==> src/rtl/jts16_mem_pkg.sv <==
// Shared definitions for the SDRAM ROM cache: fetch FSM states, SDRAM address width,
// and the number of 16-bit SDRAM words needed to build one DW-wide slot word.
package jts16_mem_pkg;

  localparam int SDRAM_AW = 22;

  typedef enum logic [1:0] {
    ST_IDLE,
    ST_REQ,
    ST_WAIT,
    ST_FILL
  } fetch_st_e;

  // 32-bit slots need two SDRAM words; 8- and 16-bit slots fit in one.
  function automatic int words_per_fill(input int dw);
    return (dw == 32) ? 2 : 1;
  endfunction

endpackage

==> src/rtl/jts16_cache_entry.sv <==
// One cache line: a valid bit, an address tag and the fetched data.
// match_o is combinational from the stored state. Clear takes priority over write,
// so a line cannot be re-validated in the same cycle as an invalidate.
module jts16_cache_entry
  import jts16_mem_pkg::*;
#(
  parameter int TW = 20,
  parameter int EW = 16
) (
  input  logic          clk,
  input  logic          rst,
  input  logic          clr_i,
  input  logic          wr_i,
  input  logic [TW-1:0] wr_tag_i,
  input  logic [EW-1:0] wr_data_i,
  input  logic [TW-1:0] look_tag_i,
  output logic          match_o,
  output logic [EW-1:0] data_o
);

  logic          valid_q;
  logic [TW-1:0] tag_q;
  logic [EW-1:0] data_q;

  // Line storage; the tag and data are only meaningful while valid_q is set.
  always_ff @(posedge clk or posedge rst) begin
    if (rst) begin
      valid_q <= 1'b0;
      tag_q   <= '0;
      data_q  <= '0;
    end else begin
      if (clr_i) begin
        valid_q <= 1'b0;
      end else if (wr_i) begin
        valid_q <= 1'b1;
      end
      if (wr_i) begin
        tag_q  <= wr_tag_i;
        data_q <= wr_data_i;
      end
    end
  end

  assign match_o = valid_q && (tag_q == look_tag_i);
  assign data_o  = data_q;

endmodule

==> src/rtl/jts16_rom_cache2.sv <==
// Two-entry LRU read cache between a ROM consumer slot and one SDRAM bank port.
// Hits answer one clock after the request; a miss issues a single burst request,
// packs the returned 16-bit words to DW and writes the least recently used entry.
module jts16_rom_cache2
  import jts16_mem_pkg::*;
#(
  parameter int                  AW     = 20,
  parameter int                  DW     = 16,
  parameter logic [SDRAM_AW-1:0] OFFSET = 22'h0
) (
  input  logic                clk,
  input  logic                rst,
  input  logic [AW-1:0]       slot_addr,
  input  logic                slot_cs,
  input  logic                slot_clr,
  output logic                slot_ok,
  output logic [DW-1:0]       slot_dout,
  output logic [SDRAM_AW-1:0] sdram_addr,
  output logic                sdram_req,
  input  logic                sdram_ack,
  input  logic                data_dst,
  input  logic                data_rdy,
  input  logic [15:0]         data_read
);

  localparam int NW = words_per_fill(DW);
  localparam int EW = 16 * NW;
  // Byte slots share one 16-bit line between two addresses, so bit 0 is not tagged.
  localparam int TW = (DW == 8) ? AW - 1 : AW;
  localparam int WW = (DW == 32) ? AW + 1 : TW;
  localparam logic [1:0] NWC = 2'(NW);

  fetch_st_e st_q, st_d;
  logic                  req_q, req_d;
  logic [SDRAM_AW-1:0]   addr_q, addr_d;
  logic [TW-1:0]         miss_tag_q, miss_tag_d;
  logic [NW-1:0][15:0]   fill_q, fill_d;
  logic [1:0]            cnt_q, cnt_d;
  logic                  discard_q, discard_d;
  logic                  lru_q, lru_d;
  logic                  ok_q, ok_d;
  logic [DW-1:0]         dout_q, dout_d;

  logic [TW-1:0]         tag_now;
  logic [WW-1:0]         word_addr;
  logic [SDRAM_AW-1:0]   req_addr;
  logic                  m0, m1, hit, complete, fill_wr;
  logic [EW-1:0]         e0_data, e1_data, hit_data, fill_data;
  logic [DW-1:0]         hit_word, fill_word;

  if (DW == 8) begin : g_map8
    assign tag_now   = slot_addr[AW-1:1];
    assign word_addr = slot_addr[AW-1:1];
    assign hit_word  = slot_addr[0] ? hit_data[15:8] : hit_data[7:0];
    assign fill_word = slot_addr[0] ? fill_data[15:8] : fill_data[7:0];
  end else if (DW == 32) begin : g_map32
    assign tag_now   = slot_addr;
    assign word_addr = {slot_addr, 1'b0};
    assign hit_word  = hit_data;
    assign fill_word = fill_data;
  end else begin : g_map16
    assign tag_now   = slot_addr;
    assign word_addr = slot_addr;
    assign hit_word  = hit_data;
    assign fill_word = fill_data;
  end

  assign req_addr  = SDRAM_AW'(word_addr) + OFFSET;
  assign hit       = slot_cs && (m0 || m1);
  assign hit_data  = m0 ? e0_data : e1_data;
  assign fill_data = fill_d;
  // A clear seen at any point of the fetch, including its last cycle, drops the fill.
  assign fill_wr   = complete && !discard_q && !slot_clr;

  jts16_cache_entry #(.TW(TW), .EW(EW)) u_entry0 (
    .clk        (clk),
    .rst        (rst),
    .clr_i      (slot_clr),
    .wr_i       (fill_wr && !lru_q),
    .wr_tag_i   (miss_tag_q),
    .wr_data_i  (fill_data),
    .look_tag_i (tag_now),
    .match_o    (m0),
    .data_o     (e0_data)
  );

  jts16_cache_entry #(.TW(TW), .EW(EW)) u_entry1 (
    .clk        (clk),
    .rst        (rst),
    .clr_i      (slot_clr),
    .wr_i       (fill_wr && lru_q),
    .wr_tag_i   (miss_tag_q),
    .wr_data_i  (fill_data),
    .look_tag_i (tag_now),
    .match_o    (m1),
    .data_o     (e1_data)
  );

  // Fetch FSM state register.
  always_ff @(posedge clk or posedge rst) begin
    if (rst) st_q <= ST_IDLE;
    else     st_q <= st_d;
  end

  // Fetch FSM: request, wait for the burst, collect words; dst/rdy only count in WAIT/FILL.
  always_comb begin
    st_d       = st_q;
    req_d      = req_q;
    addr_d     = addr_q;
    miss_tag_d = miss_tag_q;
    fill_d     = fill_q;
    cnt_d      = cnt_q;
    discard_d  = discard_q | slot_clr;
    complete   = 1'b0;
    case (st_q)
      ST_IDLE: begin
        discard_d = 1'b0;
        if (slot_cs && !(m0 || m1)) begin
          st_d       = ST_REQ;
          req_d      = 1'b1;
          addr_d     = req_addr;
          miss_tag_d = tag_now;
          cnt_d      = 2'd0;
        end
      end
      ST_REQ: begin
        if (sdram_ack) begin
          st_d  = ST_WAIT;
          req_d = 1'b0;
        end
      end
      ST_WAIT: begin
        if (data_dst) begin
          fill_d[0] = data_read;
          cnt_d     = 2'd1;
          // Single-word bursts may flag dst and rdy together.
          if (data_rdy && (NW == 1)) complete = 1'b1;
          else                       st_d     = ST_FILL;
        end
      end
      ST_FILL: begin
        if (cnt_q < NWC) begin
          fill_d[NW-1] = data_read;
          cnt_d        = cnt_q + 2'd1;
        end
        if (data_rdy && (cnt_d >= NWC)) complete = 1'b1;
      end
      default: st_d = ST_IDLE;
    endcase
    if (complete) st_d = ST_IDLE;
  end

  // Consumer response and LRU: a fill for the address still being asked for is
  // forwarded straight to the output; a clear suppresses any response that cycle.
  always_comb begin
    lru_d  = lru_q;
    ok_d   = 1'b0;
    dout_d = dout_q;
    if (fill_wr)                lru_d = ~lru_q;
    else if (hit && !slot_clr) lru_d = m0;
    if (!slot_clr) begin
      if (fill_wr && slot_cs && (tag_now == miss_tag_q)) begin
        ok_d   = 1'b1;
        dout_d = fill_word;
      end else if (hit) begin
        ok_d   = 1'b1;
        dout_d = hit_word;
      end
    end
  end

  // Datapath and fetch bookkeeping registers.
  always_ff @(posedge clk or posedge rst) begin
    if (rst) begin
      req_q      <= 1'b0;
      addr_q     <= '0;
      miss_tag_q <= '0;
      fill_q     <= '0;
      cnt_q      <= 2'd0;
      discard_q  <= 1'b0;
      lru_q      <= 1'b0;
      ok_q       <= 1'b0;
      dout_q     <= '0;
    end else begin
      req_q      <= req_d;
      addr_q     <= addr_d;
      miss_tag_q <= miss_tag_d;
      fill_q     <= fill_d;
      cnt_q      <= cnt_d;
      discard_q  <= discard_d;
      lru_q      <= lru_d;
      ok_q       <= ok_d;
      dout_q     <= dout_d;
    end
  end

  assign slot_ok    = ok_q;
  assign slot_dout  = dout_q;
  assign sdram_req  = req_q;
  assign sdram_addr = addr_q;

endmodule
==> config.mk <==
export PLATFORM = sky130hd
export DESIGN_NAME = jts16_rom_cache2
export DESIGN_NICKNAME = d
export VERILOG_FILES = /design/src/rtl/jts16_mem_pkg.sv /design/src/rtl/jts16_cache_entry.sv /design/src/rtl/jts16_rom_cache2.sv
export SDC_FILE = /design/constraint.sdc
export NUM_CORES = 1
export LEC_CHECK = 0
export CAP_MARGIN = 10
export CORE_MARGIN = 10
export CORE_UTILIZATION = 56
export CTS_CLUSTER_DIAMETER = 60
export CTS_CLUSTER_SIZE = 16
export DETAILED_ROUTE_END_ITERATION = 12
export PLACE_DENSITY = 0.8
export REMOVE_ABC_BUFFERS = 1
export SYNTH_ARGS = -nofsm -noshare
export SYNTH_HDL_FRONTEND = slang
export SYNTH_SLANG_ARGS = --single-unit
==> constraint.sdc <==
create_clock -name clk -period 5.35 [get_ports clk]
set_input_delay 1.07 -clock clk [delete_from_list [all_inputs] [get_ports clk]]
set_output_delay 1.07 -clock clk [all_outputs]
set_load 0.02 [all_outputs]
==> run_1/congestion_map.png <==
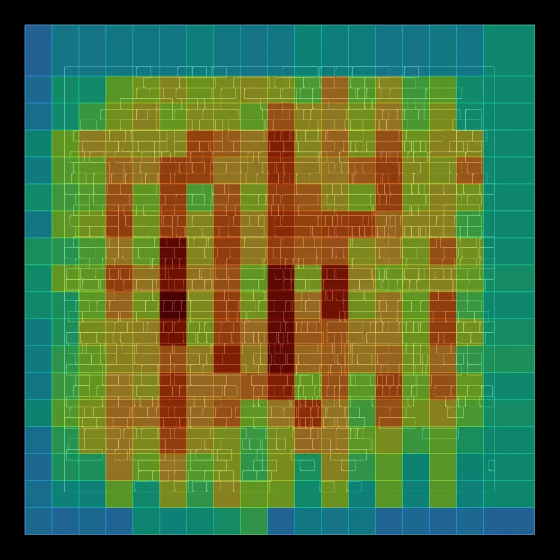
GR Util All Layers: 19.7%
met1 usage: 22.3%
WL per Instance: 19.6 µm
met3 usage: 6.24%
fin util: 70.1%

==> run_1/m2.png <==
(2 px per µm)
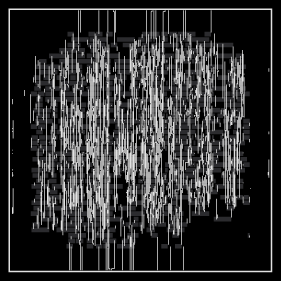
wire length on this layer: 8220 µm
nets with wire on the layer: 643
main direction: vertical

==> run_1/gates.png <==
(4 px per µm)
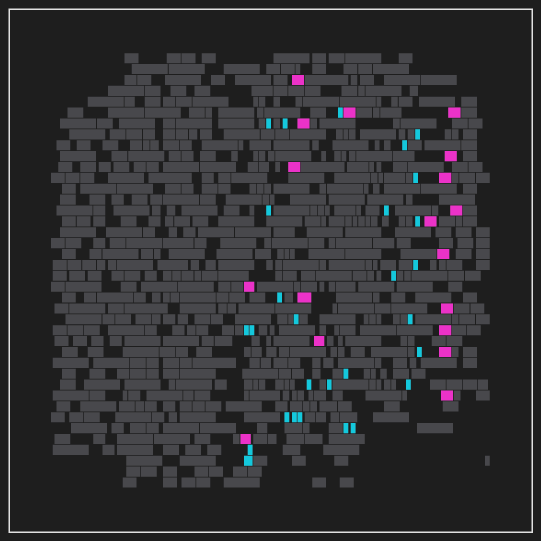
[inv cells] cyan | cells: 28 | most used: inv_1
[non-inverting ao/oa cells] magenta | cells: 18 | most used: a22o_1

==> run_1/sizing.png <==
(4 px per µm)
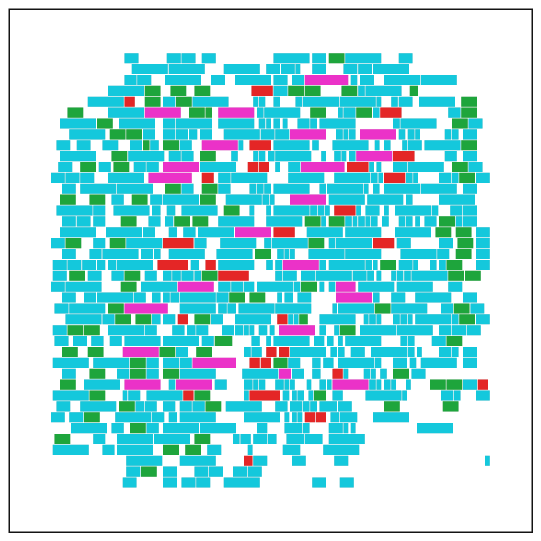
[x3 and x4] red | cells: 30 | most used: buf_4
[x6 and larger] magenta | cells: 24 | most used: clkbuf_16
[x2] green | cells: 102 | most used: mux2_2
[x1 and smaller] cyan | cells: 525 | most used: dfrtp_1

==> run 1: registers in the layout, indices dropped and copies added, names as in the netlist, 2 cells and up <==
| register | cells |
|---|---|
| sdram_addr | 20 |
| u_entry0.tag_q | 20 |
| u_entry1.tag_q | 20 |
| fill_q | 16 |
| slot_dout | 16 |
| u_entry0.data_o | 16 |
| u_entry1.data_o | 16 |
| cnt_q | 2 |
| st_q | 2 |
==> run 1: critical path: stages <==
cell,delay (ps)
clkdlybuf4s50_1,520
xnor2_1,340
nand4_1,160
nor4_1,520
nand4_1,330
nand4_1,340
buf_4,330
mux2_2,370
==> impl_metrics.env, run 1 <==
# implementation run metrics
export IMPL_topCellsByArea="dfrtp_1 49%, mux2_2 16%, xnor2_1 5.8%"
export IMPL_core_area_um2=12000
export IMPL_edf_count=0
export IMPL_p_comb_mw=1.61
export IMPL_wl_met2_um=8220
export IMPL_diodes=0
export IMPL_worst_setup_path_end_kind="flip-flop"
export IMPL_cts_buffers=17
export IMPL_syn_avg_cell_area_um2=11.6
export IMPL_bufAreaShareNonClock_pct=10.6
export IMPL_tightest_slew_ps=1080
export IMPL_seqCellArea_um2=3350
export IMPL_setup_slack_ps=1650
export IMPL_fillers=851
export IMPL_syn_inst=587
export IMPL_via_per_inst=5.80
export IMPL_use_met2_pct=34.6
export IMPL_top_area_cell_class="sequential cells"
export IMPL_reg2reg_slack_ps=1790
export IMPL_ir_drop_mv=0.305
export IMPL_simple_gate_area_share_pct=8.46
export IMPL_min_from="u_entry1.data_o[11]"
export IMPL_cts_hold_buf=0
export IMPL_fin_total_pwr_mw=4.60
export IMPL_max_slew_margin_rel_pct=27.9
export IMPL_lay_top_count="dfrtp_1"
export IMPL_antenna_found_initial=0
export IMPL_drive_above_1_share_pct=22.9
export IMPL_ant_nets=0
export IMPL_seq_cell_share_pct=40.0
export IMPL_drc_errors=0
export IMPL_synth_cell_types=47
export IMPL_startpoint="slot_addr[3]"
export IMPL_finalWirelength_um=16200
export IMPL_endpoint="sdram_addr[4]"
export IMPL_power_switching_share_pct=34.2
export IMPL_nWellTaps=147
export IMPL_synth_seq_share_pct=49.2
export IMPL_whs_ps=476
export IMPL_common_cells="134 x dfrtp_1, 94 x mux2_2, 45 x xnor2_1"
export IMPL_num_multi_input_gates=395
export IMPL_htree_levels=4
export IMPL_synth_area_yosys_um2=6820
export IMPL_maxCapViolCount=0
export IMPL_p_seq_mw=1.71
export IMPL_stdcell_area_um2=8390
export IMPL_wl_met3_um=1050
export IMPL_status="finished clean"
export IMPL_chipWidth_um=130
export IMPL_die_height_um=130
export IMPL_seq_power_share_pct=37.1
export IMPL_cts_sinks=134
export IMPL_comb_area_um2=3210
export IMPL_port_buffers=80
export IMPL_drt_pass1_iter_count=4
export IMPL_top_layer_used="met4"
export IMPL_min_delay_path_depth=2
export IMPL_drv_slew=0
export IMPL_grt_pass1_vias=5215
export IMPL_yosysTopAreaCell="dfrtp_1"
export IMPL_leakagePower_nw=3.70
export IMPL_clock_buffers=20
export IMPL_dp_slack_ps=1400
export IMPL_top_area_share_pct=49.2
export IMPL_crit_required_ps=5640
export IMPL_synthArstFlopShare_pct=100
export IMPL_rsz0062_at_grt="no"
export IMPL_p_switching_mw=1.57
export IMPL_clkTransAtPathRegs_ps=60
export IMPL_postCtsSetupRepairBufs=0
export IMPL_yosysWarnings=0
export IMPL_ys_top_logic_family="multiplexers"
export IMPL_num_nonclk_buffers=92
export IMPL_insertion_delay_ps=410
export IMPL_xor_area_share_pct=7.70
export IMPL_tool_warnings=29
export IMPL_drtIter0Drc=338
export IMPL_lay_top_cells="134 x dfrtp_1, 94 x mux2_2, 80 x clkdlybuf4s50_1, 45 x xnor2_1, 34 x a21oi_1"
export IMPL_place_congestion=0.828
export IMPL_row_count=40
export IMPL_internal_power_mw=3.02
export IMPL_ys_flops=134
export IMPL_ys_sh_adder_pct=1.10
export IMPL_area_growth_pct=23.0
export IMPL_grt_busiest_layer="met2"
export IMPL_cts_resized=0
export IMPL_hold_path_end="u_entry1.data_o[11]"
export IMPL_arrival_ps=3990
export IMPL_powerDensity_nw_per_um2=548
export IMPL_path_max_fanout=16
export IMPL_fin_cells=828
export IMPL_hpwl_um=11000
==> run_1/m3.png <==
(2 px per µm)
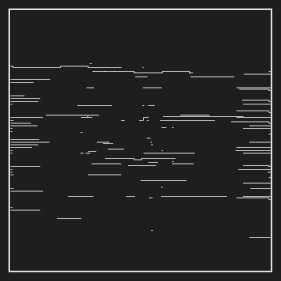

==> run 1 -> run 2 <==
==> constraint.sdc (replaced) <==
create_clock -name clk -period 3.7 [get_ports clk]
set_input_delay 0.74 -clock clk [delete_from_list [all_inputs] [get_ports clk]]
set_output_delay 0.74 -clock clk [all_outputs]
set_load 0.02 [all_outputs]
==> run_2/m3.png <==
(2 px per µm)
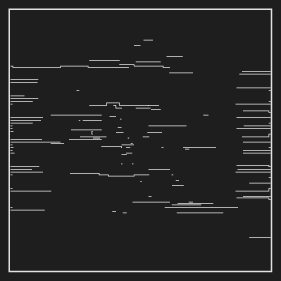
longest straight run: 36.3 µm
main direction: horizontal
nets with wire on the layer: 85
wire length on this layer: 1080 µm
share of all routed wire: 6.7%

==> impl_metrics.env, run 2 <==
# implementation run metrics
export IMPL_status="finished clean"
export IMPL_yosysWarnings=0
export IMPL_arrival_ps=3300
export IMPL_worst_setup_path_end_kind="flip-flop"
export IMPL_internal_power_mw=4.13
export IMPL_comb_area_um2=3210
export IMPL_powerDensity_nw_per_um2=765
export IMPL_num_io_pins=83
export IMPL_drc_errors=0
export IMPL_num_multi_input_gates=395
export IMPL_syn_avg_cell_area_um2=11.6
export IMPL_cpMaxStageDelayCell="clkdlybuf4s50_1"
export IMPL_fin_skew_ps=8.10
export IMPL_cts_tree="built"
export IMPL_worst_path_stages=8
export IMPL_ir_drop_mv=0.453
export IMPL_fillers=856
export IMPL_seqCellArea_um2=3350
export IMPL_top_area_share_pct=49.2
export IMPL_reg2reg_slack_ps=950
export IMPL_chipWidth_um=130
export IMPL_drive_above_1_share_pct=23.6
export IMPL_topCellsByArea="dfrtp_1 49%, mux2_2 16%, xnor2_1 5.8%"
export IMPL_top_area_cell_class="sequential cells"
export IMPL_lay_top_count="dfrtp_1"
export IMPL_simple_gate_area_share_pct=8.46
export IMPL_finalHoldViolations=0
export IMPL_common_cells="134 x dfrtp_1, 94 x mux2_2, 45 x xnor2_1"
export IMPL_hpwl_um=11300
export IMPL_synth_seq_share_pct=49.2
export IMPL_synth_area_yosys_um2=6820
export IMPL_edf_count=0
export IMPL_antenna_found_initial=0
export IMPL_met1_usage_pct=21.4
export IMPL_cp_num_buf_inv=1
export IMPL_wl_met2_um=8340
export IMPL_syn_inst=587
export IMPL_fin_cells=832
export IMPL_via_per_inst=5.84
export IMPL_place_congestion=0.816
export IMPL_critical_path_max_stage_delay_ps=500
export IMPL_wl_met3_um=1080
export IMPL_crit_family="simple AND/OR/NAND/NOR gates"
export IMPL_diodes=0
export IMPL_hold_path_end="u_entry1.data_o[3]"
export IMPL_cts_resized=0
export IMPL_leakagePower_nw=3.69
export IMPL_ys_cells=587
export IMPL_cts_buffers=17
export IMPL_crit_required_ps=3970
export IMPL_fp_util_pct=57.0
export IMPL_p_comb_mw=2.36
export IMPL_grt_pass1_vias=5172
export IMPL_cts_sinks=134
export IMPL_syn_area_um2=6820
export IMPL_ys_sh_adder_pct=1.10
export IMPL_yosysTopAreaCell="dfrtp_1"
export IMPL_startpoint="slot_addr[7]"
export IMPL_flops=134
export IMPL_finalWirelength_um=16100
export IMPL_port_buffers=80
export IMPL_clk_share_pct=6.70
export IMPL_ys_top_logic_family="multiplexers"
export IMPL_synth_main_ff_cell="dfrtp_1"
export IMPL_drt_pass1_iter_count=4
export IMPL_path_max_fanout=17
export IMPL_crit_type="in2reg"
export IMPL_ant_nets=0
export IMPL_row_count=40
export IMPL_tightest_slew_ps=609
export IMPL_hp_class="reg2reg"
export IMPL_whs_ps=489
export IMPL_seq_power_share_pct=38.4
export IMPL_reg2reg_depth=11
export IMPL_nWellTaps=147
export IMPL_clock_root_buffer="clkbuf_16"
export IMPL_power_switching_share_pct=35.5
export IMPL_wirelength_met1_um=6310
export IMPL_clock_buffers=19
export IMPL_htree_levels=4
export IMPL_ys_flops=134
export IMPL_bufAreaShareNonClock_pct=11.4
export IMPL_tool_warnings=29
export IMPL_min_delay_path_depth=2
export IMPL_seq_cell_share_pct=40.1
export IMPL_insertion_delay_ps=420
export IMPL_rsz0062_at_grt="no"
export IMPL_path_cells="clkdlybuf4s50_1 > xnor2_1 > nand4_1 > nor4_4 > nand4_4 > mux2_4 > mux2i_1 > o21ai_1"
export IMPL_min_from="u_entry1.data_o[3]"
export IMPL_area_growth_pct=22.7
export IMPL_cts_hold_buf=0
export IMPL_p_seq_mw=2.46
export IMPL_endpoint="slot_dout[2]"
export IMPL_p_switching_mw=2.28
export IMPL_reg2reg_to="slot_ok"
export IMPL_max_slew_margin_rel_pct=59.4
export IMPL_num_nonclk_buffers=96
export IMPL_power_frac_clock_pct=24.7
export IMPL_lay_top_cells="134 x dfrtp_1, 94 x mux2_2, 80 x clkdlybuf4s50_1, 45 x xnor2_1, 34 x a21oi_1"
export IMPL_fmax_ghz=0.330
export IMPL_maxCapViolCount=0
export IMPL_use_met2_pct=34.6
export IMPL_grt_max_degree=49
export IMPL_top_layer_used="met4"
export IMPL_synth_cell_types=47
export IMPL_synthArstFlopShare_pct=100
export IMPL_start_kind="input port"
export IMPL_core_area_um2=12000
export IMPL_xor_area_share_pct=7.70
export IMPL_clkTransAtPathRegs_ps=60
export IMPL_top_cell="dfrtp_1"
export IMPL_drv_slew=0
export IMPL_drtIter0Drc=265
export IMPL_postCtsSetupRepairBufs=0
export IMPL_dr_total_vias=4862
export IMPL_die_height_um=130
==> run_2/congestion_map.png <==
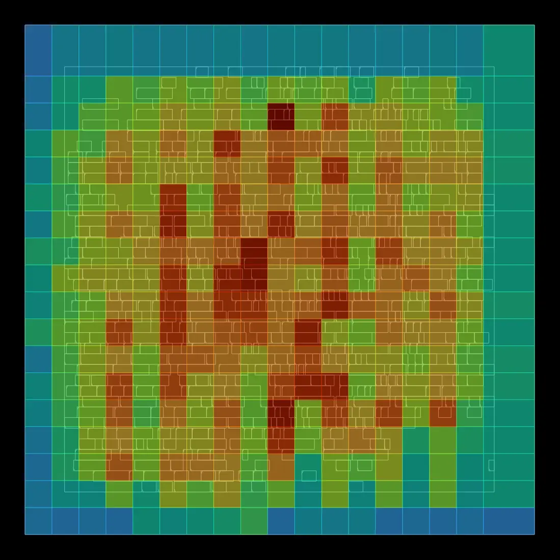
WL per Instance: 19.3 µm
met3 usage: 6.41%
fin util: 70.0%
GR Util All Layers: 19.4%
GRT busiest layer: met2

-- run 2: cell types whose count changed in the layout (fill, tap and decap cells not counted) --
cell,before,now
clkbuf_8,1,2
clkinv_4,1,2
inv_6,1,0
clkinvlp_4,3,4
buf_4,12,13
bufinv_16,5,1
buf_12,0,3
clkbuf_1,2,0
clkinv_2,2,6
-- run 2: metrics by stage --
stage / power, mW / setup TNS, ps / util (%) / instance area (µm²) / worst slack [ps]
5_1_grt: 6.79 / 0 / 70.0 / 8370 / 568
4_1_cts: 6.44 / 0 / 70.0 / 8370 / 655
6_report: 6.41 / 0 / 70.0 / 8370 / 672
2_1_floorplan: 3.99 / -83450 / - / 6660 / -623
3_3_place_gp: 4.69 / 0 / 65.3 / 7810 / 372
3_5_place_dp: 4.83 / 0 / 65.3 / 7810 / 265
Power is estimated from default activity; no workload was simulated.
